### Metal 1

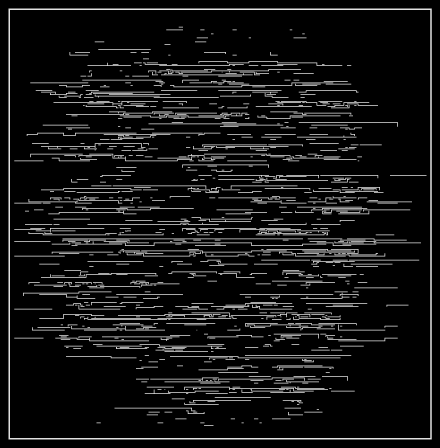
### The metal 2 layer

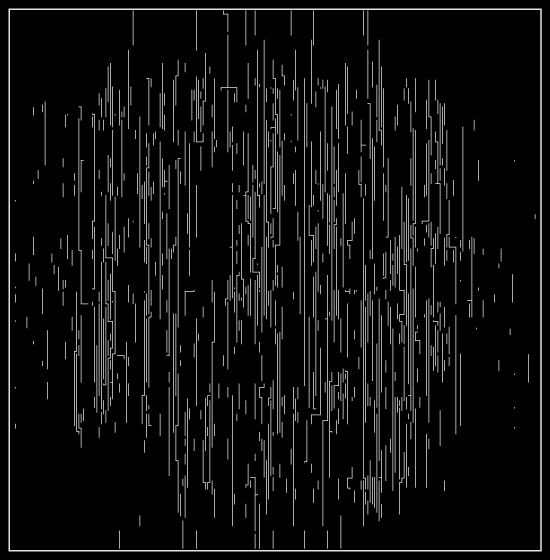
### Signal wires on met3

Bar = 20 um. Cells faint in the background.
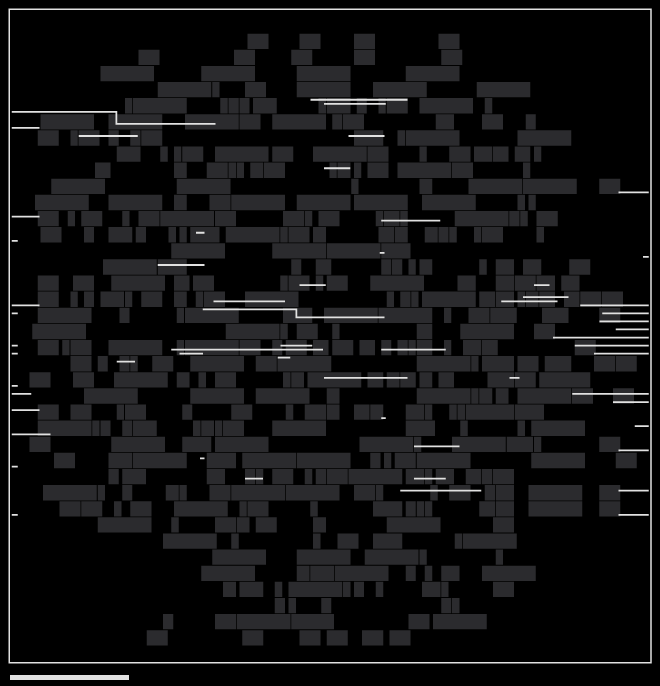
### Congestion heat map

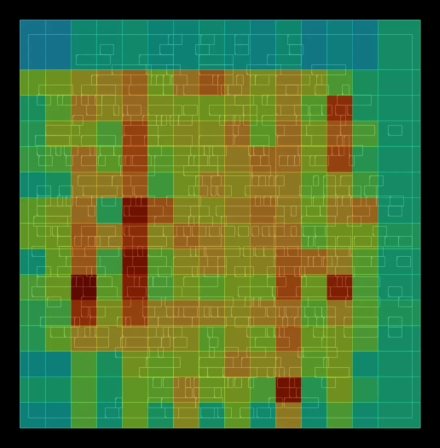
### Sequential cells coloured by netlist name

Bar = 20 um. Other sequential cells in the stronger grey, the rest of the logic in the fainter grey.
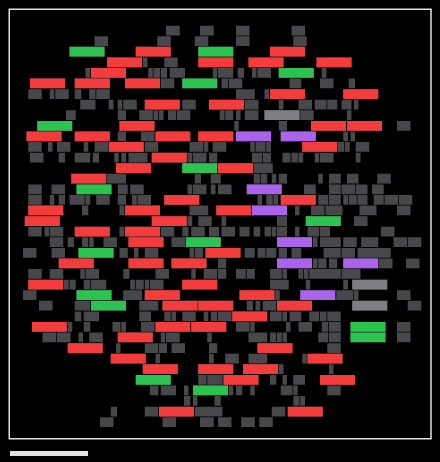
==> config.mk <==
export PLATFORM = sky130hd
export DESIGN_NAME = byte_reg_bank
export DESIGN_NICKNAME = d
export VERILOG_FILES = /design/src/rtl/byte_reg_bank.sv
export SDC_FILE = /design/constraint.sdc
export NUM_CORES = 1
export LEC_CHECK = 0
export CORE_AREA = 2 2 106 108
export CTS_CLUSTER_DIAMETER = 80
export DETAILED_ROUTE_END_ITERATION = 10
export DIE_AREA = 0 0 108 110
export MAX_ROUTING_LAYER = met4
export SLEW_MARGIN = 5
export SYNTH_ARGS = -nofsm -noshare
export SYNTH_HDL_FRONTEND = slang
export SYNTH_SLANG_ARGS = --single-unit
==> constraint.sdc <==
create_clock -name clk -period 4 [get_ports clk]
set_input_delay 1.2 -clock clk [delete_from_list [all_inputs] [get_ports clk]]
set_output_delay 1.2 -clock clk [all_outputs]
set_load 0.05 [all_outputs]
==> metrics.csv <==
stage,metric,value,unit
synthesis,"FFs w/ async S/R, synth",100,%
worst_setup_path,Crit. End Element,flip-flop,
finish,Ant. Diodes,0,
finish,filler cell count in the final layout,1015,
die,Horiz. Die Dim,108,um
worst_setup_path,startpoint types,primary input,
synthesis,# Cells Yosys,380,
clock_network,# hold bufs at CTS,0,
power_and_ir_drop,P per Cell Area,372,mW/mm^2
synthesis,"Chip Area, Yosys",0.00420,mm^2
outcome,status,"finished, final reports clean",
timing,Slew @ Worst Pin,0.680,ns
die,floorplan utilization,39.3,%
timing,Worst slew margin,54.6,%
job,Log Warnings,26,
worst_setup_path,Worst Path Max Fanout,12,
synthesis,number of enable flip-flop cells,0,
job,Max Cap Viol,0,
synthesis,leading post-synthesis cells by cell area,"dfrtp_1 54%, mux2i_1 14%, nor2_1 5.8%",
die,site row count,38,
worst_setup_path,CP Data Arrival Time,3.32,ns
clock_network,clk buf depth,2,
routing,# DRC,0,
placement,Placer Congestion,0.773,
routing,drt pass-1 iters,5,
global_routing,total track usage,19.2,%
synthesis,Synth warnings,0,
worst_setup_path,critical path class,in -> reg,
global_routing,initial antenna violation count,0,
synthesis,register bit total from synthesis,91,
synthesis,synth unique cells,48,
clock_network,later-pin clock latency in the skew report,0.36,ns
timing,final tally of max-slew violations,0,
synthesis,most frequent cell after synthesis,dfrtp_1,
timing,Setup Viol. Count Final,0,
placement,pre-CTS setup slack,0.563,ns
min_path,Worst Hold Class,reg -> reg,
timing,RSZ-0062 raised after global routing,no,
-- 'Metal 1' (at the start) --
main direction: horizontal
share of all routed wire: 50%
longest straight run: 61.6 um
wire length on this layer: 5020 um
nets with wire on the layer: 400
GR Util met1: 27.5%
WL final: 10100 um
routed vias: 3030

-- 'The metal 2 layer' (at the start) --
longest straight run: 62.6 um
wire length on this layer: 4600 um
main direction: vertical
nets with wire on the layer: 376
met2 Usage GRT: 28.3%

-- 'Signal wires on met3' (at the start) --
longest straight run: 25.3 um
share of all routed wire: 4.0%
wire length on this layer: 401 um
M3 GR Usage: 2.76%

-- 'Congestion heat map' (at the start) --
GR peak layer: met2
routed len/inst: 17.9 um
Final Core Density: 46.3%

-- 'Sequential cells coloured by netlist name' (at the start) --
[purple] g_word.flag_q | flops: 8
[red] g_word.word_q | flops: 64
[green] rdata | flops: 16 | where: widely spread
not coloured: 3
sequential share of cell area: 46.0%
Sequential Area: 0.00228 mm^2
seq pwr: 969 uW

-- layout make-up --
cell class | instances | area share (%)
repair buffers | 56 | 11.0
flip-flops and latches | 91 | 46.0
inverters | 7 | 0.556
well taps | 140 | 3.54
multi-input cells | 255 | 35.4
clock buffers | 11 | 2.85
clock inverters | 5 | 0.758
-- power by group through the flow --
stage / Sequential (mW) / Combinational, mW / Clock (mW)
after floorplan: 1.04 / 0.123 / 0
after detailed placement: 0.987 / 0.295 / 0
after global placement: 0.986 / 0.292 / 0
after global routing: 0.973 / 0.316 / 0.639
final: 0.969 / 0.293 / 0.581
after CTS: 0.969 / 0.296 / 0.598
-- cells by family after synthesis --
logic type,Yosys count,share of synthesized area (%)
simple gates,117,14.3
flops,91,54.2
compound gates,78,12.9
mux,58,14.1
buf+inv,34,4.14
xor+xnor,2,0.417
-- per-layer routing --
metal  up-vias  wire length (um)  part of all wire, %  global-route usage, %
met4         0               115                  1.1                   6.50
li1       1442                 -                    -                      -
met5         -                 0                    0                      -
met1      1494              5010                   50                   27.5
met2        84              4600                   45                   28.3
met3        10               400                  3.9                   2.76
-- worst reg2reg max path: stages, from the launching register on --
cell and delay, ns:
dfrtp_1 0.41, nor2b_4 0.05, mux4_2 0.45, o31ai_2 0.18
-- cells in the final DEF (no fill, tap or decap), types with 2 or more instances in the layout --
cell type	instances
o32a_1	2
and4_2	2
inv_1	6
a211o_1	3
clkbuf_8	10
nand2b_1	2
clkinv_2	2
clkdlybuf4s50_1	45
buf_4	9
nand4b_1	2
a21oi_1	12
nor3b_1	6
nand2_1	21
a2bb2oi_1	2
o221a_2	10
clkinvlp_4	2
dfrtp_1	91
nor2_1	65
o32ai_1	2
or2_2	2
nand4_2	2
o22ai_1	14
o211ai_1	2
nand4_1	2
xor2_1	2
mux2i_1	57
o21ai_0	23
and4bb_2	2
Power and IR drop assume default switching activity.
